`config.mk`:
```
export PLATFORM = sky130hd
export DESIGN_NAME = delay_arbiter
export DESIGN_NICKNAME = d
export VERILOG_FILES = /design/src/rtl/delay_arbiter_pkg.sv /design/src/rtl/delay_arbiter_counter.sv /design/src/rtl/delay_arbiter.sv
export SDC_FILE = /design/constraint.sdc
export NUM_CORES = 1
export LEC_CHECK = 0
export ABC_AREA = 1
export CORE_AREA = 10 10 47 49
export DETAILED_ROUTE_END_ITERATION = 8
export DIE_AREA = 0 0 57 59
export GPL_TIMING_DRIVEN = 0
export PLACE_DENSITY_LB_ADDON = 0.05
export REMOVE_ABC_BUFFERS = 1
export SLEW_MARGIN = 10
export SYNTH_ARGS = -nofsm -noshare
export SYNTH_HDL_FRONTEND = slang
export SYNTH_SLANG_ARGS = --single-unit
export TNS_END_PERCENT = 30
```
`constraint.sdc`:
```
create_clock -name clk -period 2.7 [get_ports clk]
set_input_delay 0.675 -clock clk [delete_from_list [all_inputs] [get_ports clk]]
set_output_delay 0.675 -clock clk [all_outputs]
set_load 0.005 [all_outputs]
```
`src/rtl/delay_arbiter_pkg.sv`:
```
// Shared types and constants for the two-requester delay arbiter.
package delay_arbiter_pkg;

    localparam int         N_REQ   = 2;
    localparam logic [3:0] CNT_MAX = 4'hF;

    typedef enum logic [1:0] {
        IDLE = 2'd0,
        LOAD = 2'd1,
        RUN  = 2'd2,
        DONE = 2'd3
    } state_e;

    // One-hot winner; on a tie the requester that was not served last wins.
    function automatic logic [N_REQ-1:0] arb_pick(input logic [N_REQ-1:0] req,
                                                  input logic             last);
        logic [N_REQ-1:0] win;
        win = req;
        if (req == 2'b11) begin
            win = last ? 2'b01 : 2'b10;
        end
        return win;
    endfunction

endpackage

```
`src/rtl/delay_arbiter_counter.sv`:
```
// Loadable 4-bit free-running up-counter; load has priority over increment.
module counter_4bit (
    input  logic       clk,
    input  logic       rst_n,
    input  logic       load_i,
    input  logic [3:0] load_data_i,
    output logic [3:0] count_o
);

    logic [3:0] cnt_q;

    always_ff @(posedge clk or negedge rst_n) begin
        if (!rst_n) begin
            cnt_q <= 4'd0;
        end else if (load_i) begin
            cnt_q <= load_data_i;
        end else begin
            cnt_q <= cnt_q + 4'd1;
        end
    end

    assign count_o = cnt_q;

endmodule

```
`src/rtl/delay_arbiter.sv`:
```
// Round-robin arbiter granting a shared delay counter; done pulses len+3 cycles after request
// acceptance, no backpressure (req is level-held). Optional abort input under DELAY_ARBITER_ABORT_EN.
module delay_arbiter
    import delay_arbiter_pkg::*;
#(
    parameter logic INIT_LAST = 1'b1
) (
    input  logic       clk,
    input  logic       reset_n,
    input  logic [1:0] req,
    input  logic [3:0] len0,
    input  logic [3:0] len1,
`ifdef DELAY_ARBITER_ABORT_EN
    input  logic       abort,
`endif
    output logic [1:0] grant,
    output logic [1:0] done,
    output logic       busy
);

    state_e     state_q, state_d;
    logic [1:0] grant_q, grant_d;
    logic       last_q,  last_d;
    logic       load;
    logic [3:0] load_data;
    logic [3:0] count;
    logic       g_idx;
    logic [3:0] len_g;
    logic       abort_w;

    assign g_idx = grant_q[1];
    assign len_g = g_idx ? len1 : len0;

`ifdef DELAY_ARBITER_ABORT_EN
    assign abort_w = abort;
`else
    assign abort_w = 1'b0;
`endif

    always_ff @(posedge clk or negedge reset_n) begin
        if (!reset_n) begin
            state_q <= IDLE;
            grant_q <= 2'b00;
            last_q  <= INIT_LAST;
        end else begin
            state_q <= state_d;
            grant_q <= grant_d;
            last_q  <= last_d;
        end
    end

    always_comb begin
        state_d   = state_q;
        grant_d   = grant_q;
        last_d    = last_q;
        load      = 1'b0;
        load_data = CNT_MAX - len_g;
        case (state_q)
            IDLE: begin
                if (req != 2'b00) begin
                    state_d = LOAD;
                    grant_d = arb_pick(req, last_q);
                end
            end
            LOAD: begin
                load    = 1'b1;
                state_d = RUN;
            end
            RUN: begin
                if (count == CNT_MAX) begin
                    state_d = DONE;
                end
            end
            DONE: begin
                state_d = IDLE;
                grant_d = 2'b00;
                last_d  = g_idx;
            end
            default: begin
                state_d = IDLE;
                grant_d = 2'b00;
            end
        endcase
        // Abort drops the operation silently but still counts as this requester's turn.
        if (abort_w && (state_q == LOAD || state_q == RUN)) begin
            state_d = IDLE;
            grant_d = 2'b00;
            last_d  = g_idx;
        end
    end

    counter_4bit u_counter (
        .clk         (clk),
        .rst_n       (reset_n),
        .load_i      (load),
        .load_data_i (load_data),
        .count_o     (count)
    );

    assign grant = grant_q;
    assign done  = (state_q == DONE) ? grant_q : 2'b00;
    assign busy  = (state_q != IDLE);

endmodule

```
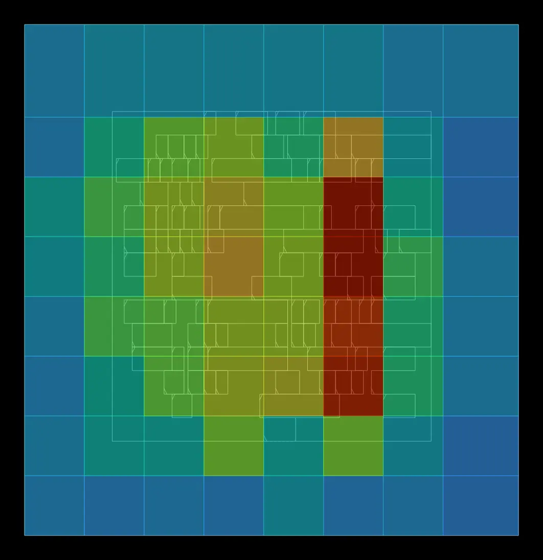
*Track usage over the die, run 1*
GRT Overall Usage: 8.16%
met2 usage: 14.1%
GR peak layer: met2
post-DR wirelength/cell: 11.6 um
fin util: 55.2%

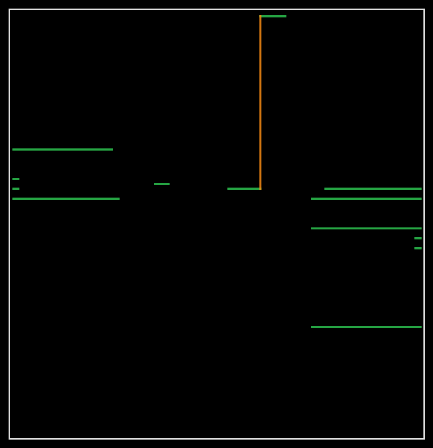
*Wiring by layer, run 1*
Only two layers are drawn.
Orange stands for M4, wire length 23.8 um. Green stands for M3, wire length 98.4 um.

==> deck_impl_summary.md, run 1 <==
Physical Implementation Snapshot

Setup path
  – Crit path launch type: flip-flop
  – WP data required: 2.03 ns
  – R2R setup slack: 1.48 ns
  – Setup crit start: state_q[0]
  – Critical path depth in cells: 4
  – Slowest stage cell, crit path: clkdlybuf4s50_1
  – CP Capture Type: output port
  – Reg2reg path depth: 5
  – Buffers & Inverters on Critical Path: 3
  – Crit path to: busy

CTS
  – CTS clk-pin slew, worst paths: about 0.06 ns
  – Clock Path Buffers: 2
  – CTS tree: done
  – Hold_buf cts: 0
  – CTS sink count: 9
  – H-tree depth: 1

Drt
  – Final WL: roughly 1300 um
  – WL met1: 562 um
  – Metal2 WL: 609 um
  – Iteration-0 DRC Markers: 8
  – Routed Antenna Nets: 0
  – Uppermost layer routed: met4
  – Via density: 4.74
  – Initial DRT Pass Iterations: 4

Power and ir drop
  – Leak: 0.397 nW
  – P_sw: 0.000325 W
  – Sw Ratio: 41.7%
  – Comb power frac: 50.6%
  – Total power: 0.000780 W
  – PwrDens: roughly 1000 nW/um2
  – Largest Pwr Group: combinational logic
  – Seq pwr share: a little over a third

Logic synthesis
  – FFs w/ async S/R, synth: 100%
  – Most used flip-flop cell: dfrtp_1
  – Biggest area cells: dfrtp_1 35%, nand2_1 19%, ha_1 13%
  – AND-OR/OR-AND Cells, Area Fraction: under 10%
  – Synthesized area per cell: roughly 7.5 um2
  – Synth Instances: 76
  – Synth top cell by count: nand2_1
  – Commonest cells post-synth: 28 x nand2_1, 11 x nand3_1, 9 x inv_1
  – Synth area leader: dfrtp_1
  – Synth mux share: 0%
  – XOR/XNOR Area Share: 0%
  – Unique cell types: 14
  – Dominant comb cell: simple AND/OR/NAND/NOR gates
  – Chip Area, Yosys: 567 um2

Global route
  – First-pass GRT wire length: 2190 um
  – Total grt overflow: 0
  – GRT met1 Usage: about 7.7%
  – Vias in the first global route: 553
  – Antenna violations before repair: 0

Hold path
  – Hold endpoint: last_q
  – Hold_sp: last_q
  – WHS Path Cells: 2

Cells and area
  – Logic area: a little over 300 um2
  – # clk buffers: 4
  – Fraction of area in registers: 29.3%
  – Clk tree area frac: 3.40%
  – Data buffer area share: 20.7%
  – Post-route insts no fill: 112
  – Sequential cell area: 226 um2
  – Seq_cells: 9
  – Design area: 773 um2
  – Leading cell kind: logic gates
  – Most frequent logic cell in the layout: nand2_1
  – Largest register FFs: 4
  – Most frequent cells in the layout: 28 x nand2_1, 16 x clkdlybuf4s50_1, 11 x nand3_1
  – Nets: 115
  – Layout cells sized above 1: around a tenth
  – Non-clk bufs: 16

Final timing
  – RSZ-0062 raised after global routing: no
  – Worst slew margin: 72.3%
  – Slew @ Worst Pin: slightly above 0.4 ns
  – Clk_skew: approximately 0.0014 ns
  – Max Freq: ~440 MHz
  – Fin worst setup slack: 0.444 ns
  – Final hold violations: 0
  – Final Max Tran Viols: 0

Floorplanning
  – FP Util: 40.4%
  – # IOs: 17

Place
  – Placed cell count: 108
  – Gpl congestion: slightly below 0.8

Outcome
  – Outcome: completed

Job
  – Tool warnings: 29
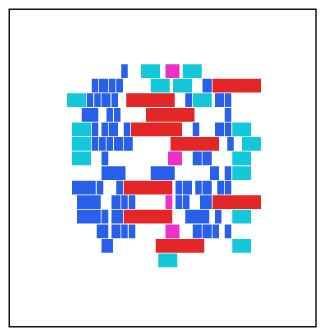
*Placement by cell class, run 1*
Red stands for sequential cells, cells 9, share of their area 30%. Cyan stands for remaining buffers and delay cells, cells 16, share of their area 21%. Blue stands for remaining logic cells, cells 67, share of their area 45%. Magenta stands for clock drivers and dummy loads, cells 4, share of their area 3.5%.

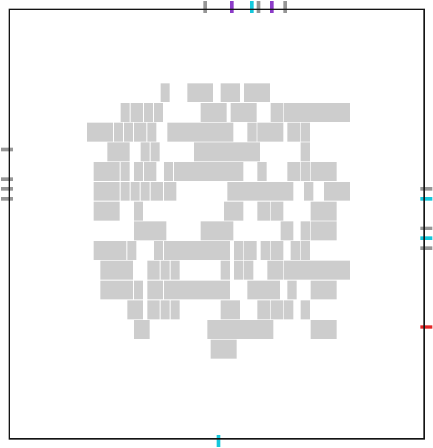
*Ports around the boundary, run 1*
Pins as bars across the die edge, other pins in gray.
Cyan stands for `len1`, pins 4, direction input, edge 2 right, 1 top, 1 bottom. Red stands for `reset_n`, pins 1, direction input, edge right. Purple stands for `grant`, pins 2, direction output, edge top.
All pins by edge: 6 top, 6 right, 4 left, 1 bottom.
Die Span Y: 59 um
die width: 57 um
IO Port Bufs: 16

### Clock wires, drivers and flops, run 1

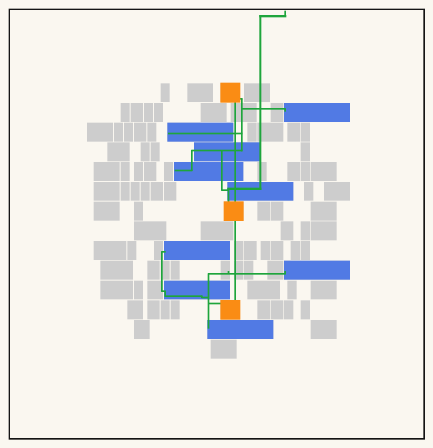

==> run 2: changes to the inputs <==
- CORE_AREA: 10 10 47 49 -> unset
- CORE_MARGIN: unset -> 10
- CORE_UTILIZATION: unset -> 40
- DIE_AREA: 0 0 57 59 -> unset
- clock period: 2.7 -> 2 ns (I/O delays scaled with it)
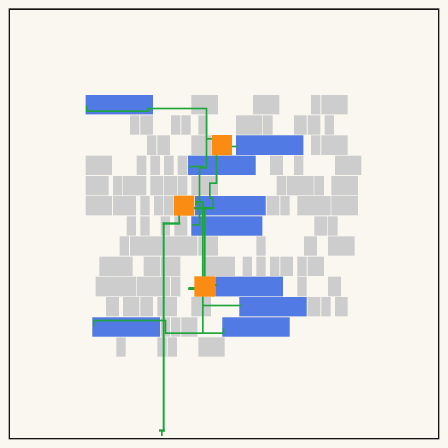
*Clock wires, drivers and flops, run 2*
Blue stands for flip-flops, count 9. Orange stands for clock-net drivers, count 3. Green stands for clock wires, length 146 um.
Position of the flops: middle. There are 4 routed clock nets.
clock share of power: 12.6%
clk_skew: 0.00334 ns
Clk Latency, worst-skew pair: 0.26 ns
Clock net power: 0.000145 W

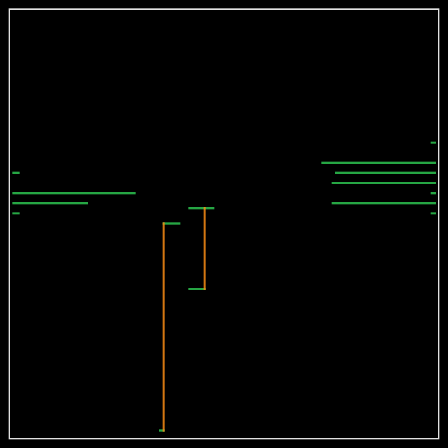
*Wiring by layer, run 2*
Only two layers are drawn.
GRT Overall Usage: 8.58%
Vias: 553
final WL: 1390 um
post-DR wirelength/cell: 12.0 um

==> run 2 against run 1 <==
  * First-iteration DRC count fell by 50%
  * Power grew 48%
  * Via count rose by 4.1%
  * Critical endpoint is now done[0]
  * Largest cell class unchanged
==> deck_impl_summary.md, run 2 <==
Physical Implementation Snapshot

Final timing
  – Worst slew margin: 72.8% (was 72.3%)
  – Max Freq: 514 MHz
  – Hold_ws: 0.503 ns (was 0.505 ns)
  – Fin worst setup slack: 0.0552 ns (was 0.444 ns)
  – Final hold violations: 0 (unchanged)
  – Min cycle time layout: 1.94 ns
  – Final Cycle Share: slightly below 100%
  – Final setup vio count: 0 (unchanged)
  – Slew @ Worst Pin: 0.407 ns (was 0.414 ns)
  – Setup TNS: 0 ns (unchanged)
  – Final Max Tran Viols: 0 (unchanged)

Logic synthesis
  – Synth Instances: 76 (unchanged)
  – EDFF count, synth: 0 (unchanged)
  – Simple-Gate Area Share: 33.3% (unchanged)
  – Synth top cell by count: nand2_1 (unchanged)
  – Mapped Area: 567 um2 (unchanged)
  – Synthesized area per cell: 7.46 um2 (unchanged)
  – Flops after synth: 9 (unchanged)
  – Dominant comb cell: simple AND/OR/NAND/NOR gates (unchanged)
  – AND-OR/OR-AND Cells, Area Fraction: 6.84% (unchanged)
  – FFs w/ async S/R, synth: 100% (unchanged)
  – # Cells Yosys: 76 (unchanged)
  – Adder share: 13.2% (unchanged)
  – Seq/Total Area, Yosys: 40.0% (unchanged)
  – Chip Area, Yosys: 567 um2 (unchanged)
  – Dominant cell area share: 35.3% (unchanged)
  – XOR/XNOR Area Share: 0% (unchanged)
  – Unique cell types: 14 (unchanged)
  – Synth mux share: 0% (unchanged)
  – Most used flip-flop cell: dfrtp_1 (unchanged)
  – Synth area leader: dfrtp_1 (unchanged)
  – YS warnings: 0 (unchanged)
  – Commonest cells post-synth: 28 x nand2_1, 11 x nand3_1, 9 x inv_1 (unchanged)
  – Biggest area cells: dfrtp_1 35%, nand2_1 19%, ha_1 13% (unchanged)

Setup path
  – R2r endpoint: state_q[0] (unchanged)
  – CP top delay family: buffers and inverters (unchanged)
  – R2R setup slack: 0.67 ns (was 1.48 ns)
  – Setup crit start: state_q[1] (was state_q[0])
  – Setup Crit Path Kind: reg2out (unchanged)
  – Worst path cell trace: ha_4 > nand2_1 > inv_1 > clkdlybuf4s50_1 (was inv_1 > ha_1 > inv_1 > clkdlybuf4s50_1)
  – Worst R2R Start: state_q[0] (unchanged)
  – Slowest stage cell, crit path: clkdlybuf4s50_1 (unchanged)
  – Buffers & Inverters on Critical Path: 2 (was 3)
  – Critical path arrival: 1.44 ns (was 1.58 ns)
  – Reg2reg path depth: 6 (was 5)
  – Crit path launch type: flip-flop (unchanged)
  – CP Capture Type: output port (unchanged)
  – Critical path depth in cells: 4 (unchanged)
  – WP data required: 1.50 ns (was 2.03 ns)
  – Crit-path max cell delay: 0.51 ns (was 0.50 ns)
  – Crit path to: done[0] (was busy)
  – Worst-path fanout max: 3 (was 4)

CTS
  – H-tree depth: 1 (unchanged)
  – Clock Path Buffers: 2 (unchanged)
  – Hold_buf cts: 0 (unchanged)
  – PostCTS Resize Cnt: 6 (was 0)
  – CTS clk-pin slew, worst paths: 0.07 ns (was 0.06 ns)
  – Clock root cell: clkbuf_4 (unchanged)
  – CTS sink count: 9 (unchanged)
  – CTS tree: done (unchanged)
  – Setup Buffers After CTS: 2 (was 0)
  – Num CTS Buffers: 3 (unchanged)

Power and ir drop
  – Largest Pwr Group: combinational logic (unchanged)
  – Leak: 0.423 nW (was 0.397 nW)
  – Seq pwr share: 33.0% (was 36.2%)
  – Sw Ratio: 41.7% (about the same)
  – Comb power frac: 54.4% (was 50.6%)
  – PwrDens: 1400 nW/um2 (was 1010 nW/um2)
  – Comb. pwr: 0.000628 W (was 0.000395 W)
  – Max VDD drop: 0.913 mV (was 0.469 mV)
  – Sequential Power: 0.000381 W (was 0.000283 W)
  – P_sw: 0.000481 W (was 0.000325 W)
  – Total power: 0.00115 W (was 0.000780 W)
  – Int Pwr: 0.000673 W (was 0.000455 W)

Cells and area
  – Leading cell kind: logic gates (unchanged)
  – Fraction of area in registers: 27.7% (was 29.3%)
  – Non-CTS inverters: 10 (unchanged)
  – Most frequent logic cell in the layout: nand2_1 (unchanged)
  – Most frequent cells in the layout: 28 x nand2_1, 14 x clkdlybuf4s50_1, 11 x nand3_1 (was 28 x nand2_1, 16 x clkdlybuf4s50_1, 11 x nand3_1)
  – Post-route insts no fill: 116 (was 112)
  – Sequential cell area: 228 um2 (was 226 um2)
  – Non-clk bufs: 21 (was 16)
  – Layout cells sized above 1: 17.8% (was 9.38%)
  – Largest register FFs: 4 (unchanged)
  – Clk tree area frac: 3.19% (was 3.40%)
  – Combinational share of cell area: 38.6% (was 39.2%)
  – Ant. Diodes: 0 (unchanged)
  – # clk buffers: 4 (unchanged)
  – Seq_cells: 9 (unchanged)
  – Data buffer area share: 23.7% (was 20.7%)
  – Design area: 823 um2 (was 773 um2)
  – Fin util: 62.5% (was 55.2%)
  – Nets: 120 (was 115)
  – Fill cell count: 127 (was 145)
  – Area grow syn2layout: 45.3% (was 36.4%)
  – Logic area: 318 um2 (was 303 um2)
  – Comb gates: 57 (unchanged)

Drt
  – Iteration-0 DRC Markers: 4 (was 8)
  – Routed Antenna Nets: 0 (unchanged)
  – Initial DRT Pass Iterations: 3 (was 4)
  – Metal2 WL: 629 um (was 609 um)
  – Metal3 WL: 92 um (was 98 um)
  – Via density: 4.77 (was 4.74)
  – Drc violations: 0 (unchanged)
  – Uppermost layer routed: met4 (unchanged)
  – WL met1: 629 um (was 562 um)

Hold path
  – Hold endpoint: last_q (unchanged)
  – WHS Path Cells: 2 (unchanged)
  – Hold_sp: last_q (unchanged)

Global route
  – GR peak layer: met2 (unchanged)
  – Met2 usage: 13.3% (was 14.1%)
  – Largest net degree at the start of global routing: 10 (unchanged)
  – First-pass GRT wire length: 2320 um (was 2190 um)
  – Antenna violations before repair: 0 (unchanged)
  – GR Util met3: 2.18% (was 2.36%)
  – Total grt overflow: 0 (unchanged)
  – GRT met1 Usage: 9.63% (was 7.67%)
  – Vias in the first global route: 554 (was 553)

Place
  – Placed cell area: 746 um2 (was 747 um2)
  – Placed cell count: 107 (was 108)
  – Setup slack at placement: 0.200 ns (was 0.715 ns)
  – IO Port Bufs: 16 (unchanged)
  – Gpl congestion: 0.739 (was 0.771)
  – Hpwl dp: 1040 um (about the same)

Floorplanning
  – Core area: 1320 um2 (was 1400 um2)
  – Chip area: 3320 um2 (was 3360 um2)
  – # IOs: 17 (unchanged)
  – Die width: 57.6 um (was 57 um)
  – N_taps: 15 (was 16)
  – FP Util: 43.0% (was 40.4%)
  – Die Span Y: 57.6 um (was 59 um)

Job
  – Max_cap viols: 0 (unchanged)
  – Tool warnings: 29 (unchanged)

Outcome
  – Outcome: completed (unchanged)
Power figures rest on the tool's default switching activity, not on a simulated workload.
